==> src/rtl/result_drain.sv <==
`default_nettype none
// ============================================================================
// Module   : result_drain
// Purpose  : Collects one requantized result per MAC lane and drains them
//            in lane order over a valid/ready output port.
//            Each lane is captured once per job on a rising edge of its
//            valid_in bit. Capture applies rounding, an arithmetic right
//            shift and saturation to W bits. Once every lane is captured
//            the elements are emitted as lanes 0..N_MACS-1, followed by a
//            one-cycle done pulse.
// Ports    : clk        - clock, rising edge
//            rst_n      - asynchronous active-low reset
//            acc_in_0..3- signed accumulator values, ACC_W bits each
//            valid_in   - per-lane level valid, N_MACS bits
//            clear      - synchronous job restart
//            out_ready  - downstream accepts the current element
//            out_data   - requantized element, W bits signed
//            out_idx    - lane index of out_data
//            out_valid  - out_data/out_idx/out_last valid
//            out_last   - marks lane N_MACS-1
//            done       - one-cycle pulse after the last acceptance
//            sat_flag   - sticky saturation indicator for the current job
// Options  : RESULT_DRAIN_RELU_EN - when defined, negative results are
//            stored as 0 and never flag saturation.
// Revision : 1.0 - initial release
// ============================================================================
module result_drain #(
  parameter int W      = 8,
  parameter int ACC_W  = 16,
  parameter int N_MACS = 4,
  parameter int SHIFT  = 4
) (
  input  logic                    clk,
  input  logic                    rst_n,
  input  logic signed [ACC_W-1:0] acc_in_0,
  input  logic signed [ACC_W-1:0] acc_in_1,
  input  logic signed [ACC_W-1:0] acc_in_2,
  input  logic signed [ACC_W-1:0] acc_in_3,
  input  logic [N_MACS-1:0]       valid_in,
  input  logic                    clear,
  input  logic                    out_ready,
  output logic signed [W-1:0]     out_data,
  output logic [1:0]              out_idx,
  output logic                    out_valid,
  output logic                    out_last,
  output logic                    done,
  output logic                    sat_flag
);

  // One extra bit so the rounding add can never overflow.
  localparam int EXT_W = ACC_W + 1;
  // (2**SHIFT)/2 evaluates to 0 when SHIFT is 0, i.e. no rounding term.
  localparam logic signed [EXT_W-1:0] ROUND   = EXT_W'((2 ** SHIFT) / 2);
  localparam logic signed [EXT_W-1:0] SAT_MAX = EXT_W'((2 ** (W - 1)) - 1);
  localparam logic signed [W-1:0]     OUT_MAX = {1'b0, {(W-1){1'b1}}};
`ifndef RESULT_DRAIN_RELU_EN
  localparam logic signed [EXT_W-1:0] SAT_MIN = EXT_W'(-(2 ** (W - 1)));
  localparam logic signed [W-1:0]     OUT_MIN = {1'b1, {(W-1){1'b0}}};
`endif
  localparam logic [1:0] LAST_IDX = 2'(N_MACS - 1);

  typedef enum logic [1:0] {
    S_COLLECT = 2'd0,
    S_DRAIN   = 2'd1,
    S_DONE    = 2'd2
  } state_t;

  // --------------------------------------------------------------------------
  // Registered state
  // --------------------------------------------------------------------------
  state_t                state_q,      state_d;
  logic [N_MACS-1:0]     valid_prev_q, valid_prev_d;
  logic [N_MACS-1:0]     captured_q,   captured_d;
  logic signed [W-1:0]   data_q [N_MACS];
  logic signed [W-1:0]   data_d [N_MACS];
  logic [1:0]            idx_q,        idx_d;
  logic                  out_valid_q,  out_valid_d;
  logic                  done_q,       done_d;
  logic                  sat_q,        sat_d;

  // --------------------------------------------------------------------------
  // Per-lane requantization
  // --------------------------------------------------------------------------
  logic signed [ACC_W-1:0] w_acc [4];
  logic signed [W-1:0]     w_rq  [N_MACS];
  logic [N_MACS-1:0]       w_lsat;

  assign w_acc[0] = acc_in_0;
  assign w_acc[1] = acc_in_1;
  assign w_acc[2] = acc_in_2;
  assign w_acc[3] = acc_in_3;

  for (genvar i = 0; i < N_MACS; i++) begin : g_lane
    logic signed [EXT_W-1:0] w_ext;
    logic signed [EXT_W-1:0] w_sum;
    logic signed [EXT_W-1:0] w_shr;
    logic                    w_pos_ovf;

    assign w_ext     = {w_acc[i][ACC_W-1], w_acc[i]};
    assign w_sum     = w_ext + ROUND;
    assign w_shr     = w_sum >>> SHIFT;
    assign w_pos_ovf = (w_shr > SAT_MAX);

`ifdef RESULT_DRAIN_RELU_EN
    // Negative results clamp to zero; that clamp is not a saturation event.
    assign w_rq[i]   = w_shr[EXT_W-1] ? '0 :
                       w_pos_ovf      ? OUT_MAX : w_shr[W-1:0];
    assign w_lsat[i] = w_pos_ovf;
`else
    logic w_neg_ovf;
    assign w_neg_ovf = (w_shr < SAT_MIN);
    assign w_rq[i]   = w_pos_ovf ? OUT_MAX :
                       w_neg_ovf ? OUT_MIN : w_shr[W-1:0];
    assign w_lsat[i] = w_pos_ovf | w_neg_ovf;
`endif
  end

  // --------------------------------------------------------------------------
  // Next-state logic
  // --------------------------------------------------------------------------
  logic [N_MACS-1:0] w_rise;
  logic [N_MACS-1:0] w_cap;

  always_comb begin
    // Edge detect runs in every state so a level held across DRAIN/DONE is
    // not mistaken for a fresh edge once collection resumes.
    w_rise       = valid_in & ~valid_prev_q;
    w_cap        = (state_q == S_COLLECT) ? (w_rise & ~captured_q) : '0;

    valid_prev_d = valid_in;
    state_d      = state_q;
    captured_d   = captured_q;
    data_d       = data_q;
    idx_d        = idx_q;
    out_valid_d  = out_valid_q;
    done_d       = 1'b0;
    sat_d        = sat_q;

    case (state_q)
      S_COLLECT: begin
        captured_d = captured_q | w_cap;
        sat_d      = sat_q | (|(w_cap & w_lsat));
        for (int i = 0; i < N_MACS; i++) begin
          if (w_cap[i]) data_d[i] = w_rq[i];
        end
        if (&(captured_q | w_cap)) begin
          state_d     = S_DRAIN;
          out_valid_d = 1'b1;
          idx_d       = '0;
        end
      end
      S_DRAIN: begin
        if (out_ready) begin
          if (idx_q == LAST_IDX) begin
            state_d     = S_DONE;
            out_valid_d = 1'b0;
            done_d      = 1'b1;
          end else begin
            idx_d = idx_q + 2'd1;
          end
        end
      end
      S_DONE: begin
        state_d    = S_COLLECT;
        captured_d = '0;
        sat_d      = 1'b0;
        idx_d      = '0;
      end
      default: begin
        state_d     = S_COLLECT;
        captured_d  = '0;
        out_valid_d = 1'b0;
        idx_d       = '0;
      end
    endcase

    // Restart overrides any capture or handshake in the same cycle.
    if (clear) begin
      state_d     = S_COLLECT;
      captured_d  = '0;
      sat_d       = 1'b0;
      out_valid_d = 1'b0;
      done_d      = 1'b0;
      idx_d       = '0;
    end
  end

  // --------------------------------------------------------------------------
  // Registers
  // --------------------------------------------------------------------------
  always_ff @(posedge clk or negedge rst_n) begin
    if (!rst_n) begin
      state_q      <= S_COLLECT;
      valid_prev_q <= '0;
      captured_q   <= '0;
      idx_q        <= '0;
      out_valid_q  <= 1'b0;
      done_q       <= 1'b0;
      sat_q        <= 1'b0;
      for (int i = 0; i < N_MACS; i++) data_q[i] <= '0;
    end else begin
      state_q      <= state_d;
      valid_prev_q <= valid_prev_d;
      captured_q   <= captured_d;
      idx_q        <= idx_d;
      out_valid_q  <= out_valid_d;
      done_q       <= done_d;
      sat_q        <= sat_d;
      data_q       <= data_d;
    end
  end

  // Data and index are both registered and frozen while stalled, so the
  // output word stays stable until it is accepted.
  assign out_data  = data_q[idx_q];
  assign out_idx   = idx_q;
  assign out_valid = out_valid_q;
  assign out_last  = out_valid_q & (idx_q == LAST_IDX);
  assign done      = done_q;
  assign sat_flag  = sat_q;

endmodule
`default_nettype wire

==> config.mk <==
export PLATFORM = sky130hd
export DESIGN_NAME = result_drain
export DESIGN_NICKNAME = d
export VERILOG_FILES = /design/src/rtl/result_drain.sv
export SDC_FILE = /design/constraint.sdc
export NUM_CORES = 1
export LEC_CHECK = 0
export ABC_AREA = 0
export CORE_MARGIN = 5
export CORE_UTILIZATION = 49
export CTS_BUF_LIST = sky130_fd_sc_hd__clkbuf_4 sky130_fd_sc_hd__clkbuf_8 sky130_fd_sc_hd__clkbuf_16
export DETAILED_ROUTE_END_ITERATION = 16
export GPL_ROUTABILITY_DRIVEN = 0
export PLACE_DENSITY = 0.84
export SLEW_MARGIN = 10
export SYNTH_ARGS = -nofsm -noshare
export SYNTH_HDL_FRONTEND = slang
export SYNTH_SLANG_ARGS = --single-unit
==> constraint.sdc <==
create_clock -name clk -period 2.1 [get_ports clk]
set_input_delay 0.42 -clock clk [delete_from_list [all_inputs] [get_ports clk]]
set_output_delay 0.42 -clock clk [all_outputs]
set_load 0.01 [all_outputs]
**Run 1: clock distribution**

Drawn at 6 px/um.
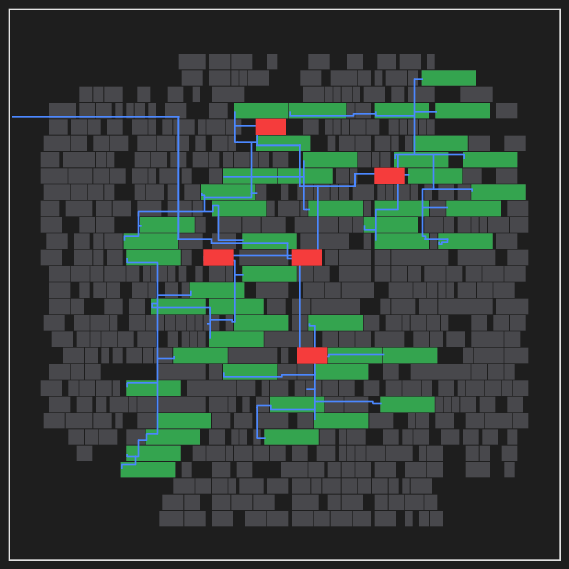
blue -> clock wires  # length 523 um
green -> flip-flops  # count 47
red -> clock-net drivers  # count 5
routed clock nets = 6
Clk pwr share: 22.1%
P_clk: 0.546 mW
Latency at later pin: 0.30 ns
final clock skew: 0.00883 ns

**Run 1: cells colored by class**

Drawn at 4 px/um. Fill, decap, tap and diode cells in gray.
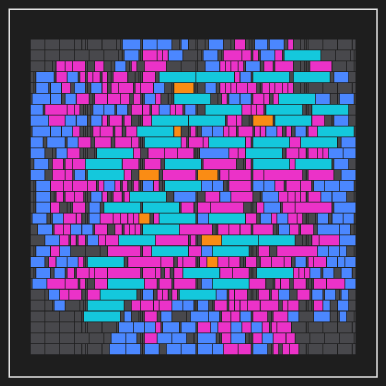
magenta -> remaining logic cells  # cells 290
blue -> remaining buffers and delay cells  # cells 168
cyan -> registers  # cells 47
orange -> clock drivers and dummy loads  # cells 8
# rows: 29
core area: 0.00642 sq mm
Seq area share: 23.9%

**Run 1: metal 2**

Drawn at 4 px/um.
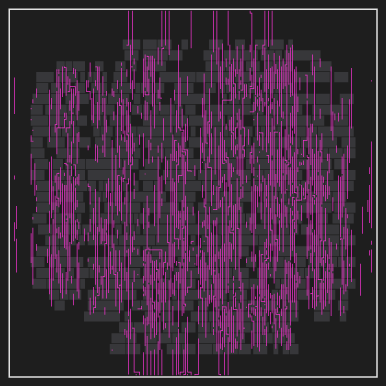
wire length on this layer = 5150 um
main direction = vertical
nets with wire on the layer = 511
share of all routed wire = 52%
GRT met2 Usage: 42.1%
vias post-DR: 3417
Total Wirelength: 9820 um

-- run 1: critical path: stages --
cell,delay [ns]
buf_8,0.10
and4_1,0.20
or4b_4,0.53
a2111oi_4,0.43
a2bb2oi_4,0.23
buf_6,0.12
buf_6,0.11
o211ai_1,0.12
o21a_1,0.13
-- run 1: stage by stage --
stage          instance area, sq um  total power [mW]  worst slack [ns]  hold slack (ns)  TNS (ns)
5_1_grt                        4940              2.60            -0.169            0.251     -1.27
2_1_floorplan                  3270              1.47            -0.270            0.124    -0.707
3_5_place_dp                   4670              1.92            -0.840            0.480    -13.53
4_1_cts                        4820              2.44           -0.0553            0.224   -0.0553
3_3_place_gp                   4670              1.88            -0.759            0.473    -11.43
6_report                       4940              2.47           -0.0863            0.205    -0.456
-- run 1: path summary, 6_finish.rpt --
kind	depth (start not counted)	slack, ns	endpoint	startpoint
hold reg to reg	1	0.50	data_q[25]	data_q[25]
min in group clk	1	0.50	data_q[25]	data_q[25]
max in group asynchronous	2	1.47	out_idx[1]	rst_n
setup reg to reg	6	0.23	out_idx[0]	state_q[0]
hold / removal	2	0.21	data_q[29]	rst_n
setup / recovery	9	-0.09	data_q[27]	acc_in_0[6]
-- run 1: power by group through the flow --
stage	Clock [mW]	Combinational, mW	Sequential [mW]
global route	0.597	0.860	1.14
detailed placement	0	0.776	1.15
CTS	0.550	0.760	1.13
global placement	0	0.746	1.14
finish	0.546	0.794	1.13
floorplan	0	0.360	1.11
-- run 1: repair_timing --
item / 4_1_cts / 5_1_grt
endpoints found under the setup margin: 31 / 31
pin swaps: 13 / 19
endpoints found under the hold margin: 0 / 0
buffers inserted: 10 / 2
gates resized: 64 / 45
hold buffers: 0 / 0
-- run 1: state kept, by name, indices dropped and copies added, names as in the netlist --
| register | cells |
|---|---|
| out_idx | 2 |
| valid_prev_q | 4 |
| done | 1 |
| captured_q | 4 |
| sat_flag | 1 |
| state_q | 2 |
| out_valid | 1 |
| data_q | 32 |
-- run 1: logic make-up after synthesis --
kind of cell | after synthesis | share of synthesized area [%]
xor+xnor | 25 | 6.72
mux | 19 | 9.17
buf+inv | 23 | 2.99
compound gates | 81 | 18.7
fa+ha+maj | 5 | 1.92
simple gates | 151 | 24.4
flops | 47 | 36.1
-- run 1: layout make-up --
class	instances	area, sq um
Clock buffer	6	76.3
Tap cell	77	96.3
Inverter	9	33.8
Multi-Input combinational cell	281	2080
Timing Repair Buffer	168	1460
Fill cell	427	1490
Sequential cell	47	1180
Clock inverter	2	12.5
-- run 1: layer usage --
| layer | GRT usage [%] | share of wire (%) |
|---|---|---|
| met1 | 28.1 | 41 |
| met2 | 42.1 | 52 |
| met3 | 4.13 | 5.4 |
| met4 | 5.40 | 1.6 |
| met5 | 0 | 0 |
==> flow_summary_export.csv, run 1 <==
group,metric,value,unit
floorplanning,fp.dieW,91.6,um
synth,synth_nets,428,
power_and_ir_drop,switching_power,0.737,mW
route,firstDrtPassIters,4,
clock_network,cts_sinks,47,
floorplanning,die_y,91.6,um
sta,timing.fmax,457,MHz
clock_network,root_buffer,"clkbuf_8",
global_route,grt_pass1_wl,15900,um
finish,drive_above_1_share,32.4,%
power_and_ir_drop,power.density,501,mW/mm^2
synth,synth_seq_share,36.1,%
placed_design,dp_cells,570,
global_route,antenna_found_initial,0,
synth,synthArstFlopShare,100,%
floorplanning,fp_util,50.8,%
sta,rsz0062_at_grt,"true",
run,tool_warnings,41,
synth,top_cell,"nor2_1",
clock_network,cts_buffers,5,
setup_path,crit_type,"in2reg",
run,cap_violations,0,
global_route,grt_usage,23.1,%
synth,yosys-stat-area,0.00326,sq mm
global_route,grt_max_degree,48,
power_and_ir_drop,power.internal,1.74,mW
synth,edf_count,0,
route,drc,0,
synth,synth_top_cell_by_area,"dfrtp_1",
global_route,grt_pass1_vias,3376,
synth,synth_flops,47,
setup_path,worstSetupStartpointType,"input pin",
power_and_ir_drop,p_sw_share,29.8,%
finish,areaGrowthSynthToFinish,51.4,%
clock_network,cts_tree,"built",
clock_network,clkTransAtPathRegs,0.08,ns
setup_path,cp.required,2.29,ns
route,ant_nets,0,
synth,netlist_area,0.00326,sq mm
finish,fin_util,76.9,%
synth,common_cells,"nor2_1, dfrtp_1, nand2_1",
synth,ys_types,60,
setup_path,crit_fanout,6,
sta,finalCriticalPeriod,2.19,ns
power_and_ir_drop,p_seq_share,45.8,%
sta,maxSlewViolCount,0,
clock_network,clk_path_buf_depth,2,
finish,fin_cells,590,
synth,synth_warnings,0,
floorplanning,num_io_pins,86,
synth,ys.flop_type,"dfrtp_1",
power_and_ir_drop,irDropWorstVdd,325,uV
route,drt_iter0_drc,147,
finish,fin_nets,589,
clock_network,cts_max_level,2,
sta,slew_headroom,60.6,%
synth,ys_cells,351,
outcome,violations,"negative setup slack",
setup_path,crit_arrival,2.38,ns
floorplanning,dieArea,0.00839,sq mm
finish,most-common-layout-cells,"buf_4, nor2_1, dfrtp_1",
setup_path,crit_path_end_kind,"flip-flop",
sta,hold_viol,0,
sta,finalCritPeriodShare,104,%
power_and_ir_drop,p_leak,2.12,nW
finish,n_antenna_cell,0,
placed_design,io_buffers,73,
global_route,grt-ovfl-total,0,
route,wire_per_inst,16.6,um
synth,syn_avg_cell_area,9.29,sq um
sta,finalWorstSetupSlack,-0.0863,ns
outcome,status,"finished with violations",
power_and_ir_drop,combPwrFrac,32.1,%
sta,max_slew.worst_pin.slew,0.591,ns
min_path,hp-class,"in2async",
synth,area_leaders,"dfrtp_1, nor2_1, mux4_2, xnor2_1, nand2_1",
sta,finalSetupViolCount,8,
synth,syn-instance-count,351,
synth,top_area_share,36.1,%
placed_design,dpl.hpwl,7540,um
finish,lay_top_count,"buf_4",
route,vias_per_cell,5.79,
**Run 1: pin placement**

Drawn at 3 px/um. Pins as bars across the die edge, other pins in gray.
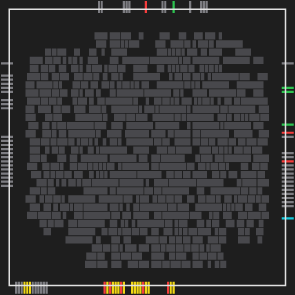

==> inputs of run 2 (changes only) <==
==> config.mk (replaced) <==
export PLATFORM = sky130hd
export DESIGN_NAME = result_drain
export DESIGN_NICKNAME = d
export VERILOG_FILES = /design/src/rtl/result_drain.sv
export SDC_FILE = /design/constraint.sdc
export NUM_CORES = 1
export LEC_CHECK = 0
export CORE_MARGIN = 5
export CORE_UTILIZATION = 51
export CTS_BUF_LIST = sky130_fd_sc_hd__clkbuf_8
export DETAILED_ROUTE_END_ITERATION = 16
export GPL_ROUTABILITY_DRIVEN = 0
export GPL_TIMING_DRIVEN = 0
export PLACE_DENSITY = 0.86
export SLEW_MARGIN = 10
export SYNTH_ARGS = -nofsm -noshare
export SYNTH_HDL_FRONTEND = slang
export SYNTH_SLANG_ARGS = --single-unit
**Run 2: pin placement**

Drawn at 3 px/um. Pins as bars across the die edge, other pins in gray.
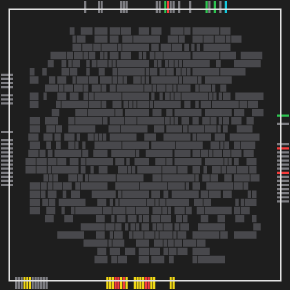
cyan -> rst_n  # pins 1, direction input, edge north
red -> out_data  # pins 8, direction output, edge 5 south, 2 east, 1 north
green -> valid_in  # pins 4, direction input, edge 3 north, 1 east
yellow -> acc_in_1  # pins 16, direction input, edge south
all pins by edge = 30 south, 20 west, 19 north, 17 east

**Run 2: clock distribution**

Drawn at 6 px/um.
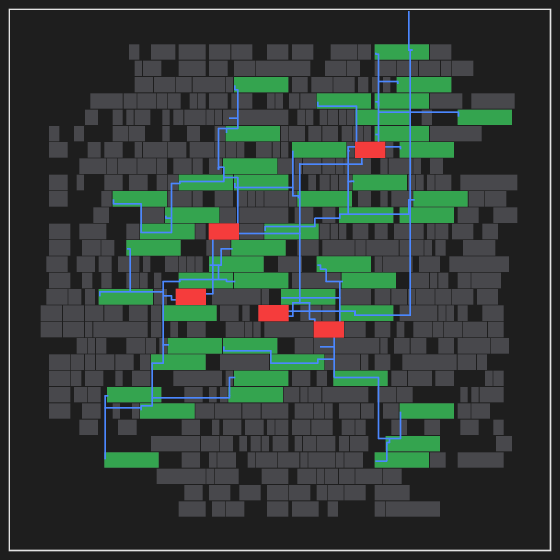
blue -> clock wires  # length 542 um
green -> flip-flops  # count 47
red -> clock-net drivers  # count 5
routed clock nets = 6
final clock skew: 0.00575 ns
Clk pwr share: 29.5%
P_clk: 0.772 mW

==> run 2 against run 1 <==
  * The flow still finishes with violations (negative setup slack)
  * Clock skew is 0.0031 ns lower
  * Sequential share of layout area is 2.0 points higher
  * Clock-buffer cell count is 1 lower
  * Hold slack better by 0.29 ns
  * Register-to-register slack worse by 0.07 ns
  * Clock power is 41% higher
  * Die size is 3.5% lower
  * Global-route usage is 1.3 points lower
  * Cell count is 11% lower
  * Largest cell class unchanged
  * Wire length is 8.1% lower
  * Sequential power hardly changed
  * Largest power group unchanged
==> flow_summary_export.csv, run 2 <==
group,metric,value,unit
synth,yosys-stat-area,0.00326,sq mm
setup_path,critPathMaxStageDelay,0.54,ns
sta,finalSetupViolCount,7,
global_route,antenna_found_initial,0,
synth,netlist_area,0.00326,sq mm
global_route,grt_max_degree,38,
outcome,status,"finished with violations",
clock_network,cts_tree,"built",
synth,synth_flops,47,
clock_network,clk_path_buf_depth,2,
synth,ys_types,60,
clock_network,clkLatencyLatePin,0.30,ns
finish,fillers,445,
synth,syn_avg_cell_area,9.29,sq um
synth,synth_nets,428,
route,drc,0,
setup_path,crit_fanout,4,
route,wire_per_inst,17.2,um
route,drt_iter0_drc,182,
setup_path,crit_type,"in2reg",
synth,area_leaders,"dfrtp_1, nor2_1, mux4_2, xnor2_1, nand2_1",
global_route,grt-ovfl-total,0,
floorplanning,dieArea,0.00809,sq mm
sta,rsz0062_at_grt,"true",
global_route,grt_usage,21.8,%
finish,design_area,0.00455,sq mm
floorplanning,fp_util,51.9,%
sta,hold_viol,0,
power_and_ir_drop,power.density,574,mW/mm^2
placed_design,dpl.hpwl,6780,um
placed_design,placedInstanceArea,0.00411,sq mm
sta,finalWorstSetupSlack,-0.0923,ns
synth,ys.flop_type,"dfrtp_1",
finish,fin_nets,523,
clock_network,clkTransAtPathRegs,0.08,ns
setup_path,worstSetupStartpointType,"input pin",
placed_design,dp_cells,501,
power_and_ir_drop,finalPower,2.62,mW
finish,areaGrowthSynthToFinish,39.6,%
setup_path,crit_path_end_kind,"flip-flop",
setup_path,crit_slowest_cell,"or4b_4",
outcome,violations,"negative setup slack",
synth,ys_cells,351,
route,vias,3147,
sta,max_slew.worst_pin.slew,0.630,ns
placed_design,io_buffers,72,
synth,syn-instance-count,351,
route,vias_per_cell,6.01,
min_path,hp-class,"reg2reg",
setup_path,cp.required,2.28,ns
synth,top_area_share,36.1,%
route,routed_wl,9020,um
global_route,grt_pass1_vias,3202,
route,ant_nets,0,
clock_network,cts_max_level,2,
route,firstDrtPassIters,4,
finish,largest_register,"data_q",
sta,hold_ws,0.500,ns
placed_design,dp_worst_setup_slack,-1.04,ns
sta,maxSlewViolCount,0,
clock_network,root_buffer,"clkbuf_8",
synth,edf_count,0,
**Run 2: clock wiring as the flow saved it**

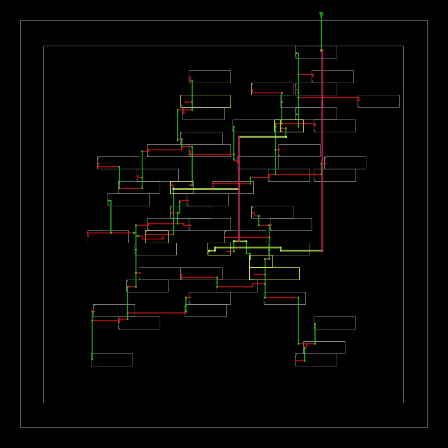
Sink Count: 47
CTS Buf Count: 5
clock buf count: 5
seq_cells: 47

-- run 2: worst max-delay path, delay by kind of cell --
kind | cells | cell delay [ns]
buf+inv | 2 | 0.22
compound gates | 3 | 0.73
simple gates | 2 | 0.60
fa+ha+maj | 1 | 0.14
mux | 1 | 0.26
-- run 2: layout make-up --
type                    count  area (sq um)  share of cell area [%]
flip-flops and latches     47          1180                    25.8
repair buffers             91           872                    19.2
well taps                  77          96.3                    2.12
inverters                   9          33.8                   0.742
clock inverters             3          63.8                    1.40
clock buffers               5          68.8                    1.51
multi-input cells         281          2170                    47.7
plain buffers              11          70.1                    1.54
-- run 2: what timing repair did --
item | 4_1_cts | 5_1_grt
resized | 90 | 45
endpoints found under the hold margin | 10 | 0
hold buffers | 1 | 0
setup buffers | 16 | 1
cloned | 0 | 0
pin swaps | 17 | 14
endpoints found under the setup margin | 38 | 40
-- run 2: per-stage QoR --
| step | util, % | TNS [ns] |
|---|---|---|
| 2_1_floorplan | - | -0.707 |
| 3_3_place_gp | 65.2 | -48.27 |
| 3_5_place_dp | 65.4 | -22.86 |
| 4_1_cts | 70.5 | -0.0601 |
| 5_1_grt | 72.5 | -1.49 |
| 6_report | 72.5 | -0.484 |
-- run 2: logic make-up after synthesis --
logic type               count (synthesis)  synth area share [%]
multiplexers                            19                  9.17
AND/OR/NAND/NOR                        151                  24.4
flip-flops                              47                  36.1
buffers and inverters                   23                  2.99
AND-OR/OR-AND                           81                  18.7
adder cells (fa/ha/maj)                  5                  1.92
XOR/XNOR                                25                  6.72
-- run 2: path summary, 6_finish.rpt --
kind / start / to / slack (ns) / depth (start not counted)
min reg2reg: data_q[15] / data_q[15] / 0.50 / 2
min in group asynchronous: rst_n / done / 0.52 / 2
min: data_q[15] / data_q[15] / 0.50 / 2
max reg2reg: state_q[0] / data_q[0] / 0.16 / 7
max: acc_in_0[3] / data_q[24] / -0.09 / 9
max in group asynchronous: rst_n / data_q[17] / 1.10 / 3
-- run 2: where the power goes --
part	leakage (nW)	switching, mW	internal, mW	total (mW)
sequential	0.548	0.0900	1.04	1.13
clock	0.0695	0.301	0.471	0.772
combinational	1.23	0.327	0.388	0.715
-- run 2: per-layer routing --
| layer | global-route usage, % | vias to the layer above | part of all wire (%) |
|---|---|---|---|
| li1 | - | 1500 | - |
| met1 | 27.3 | 1551 | 41 |
| met2 | 39.0 | 83 | 52 |
| met3 | 3.01 | 13 | 5.3 |
| met4 | 6.20 | 0 | 1.4 |
| met5 | 0 | - | 0 |
Power and IR drop assume default switching activity.
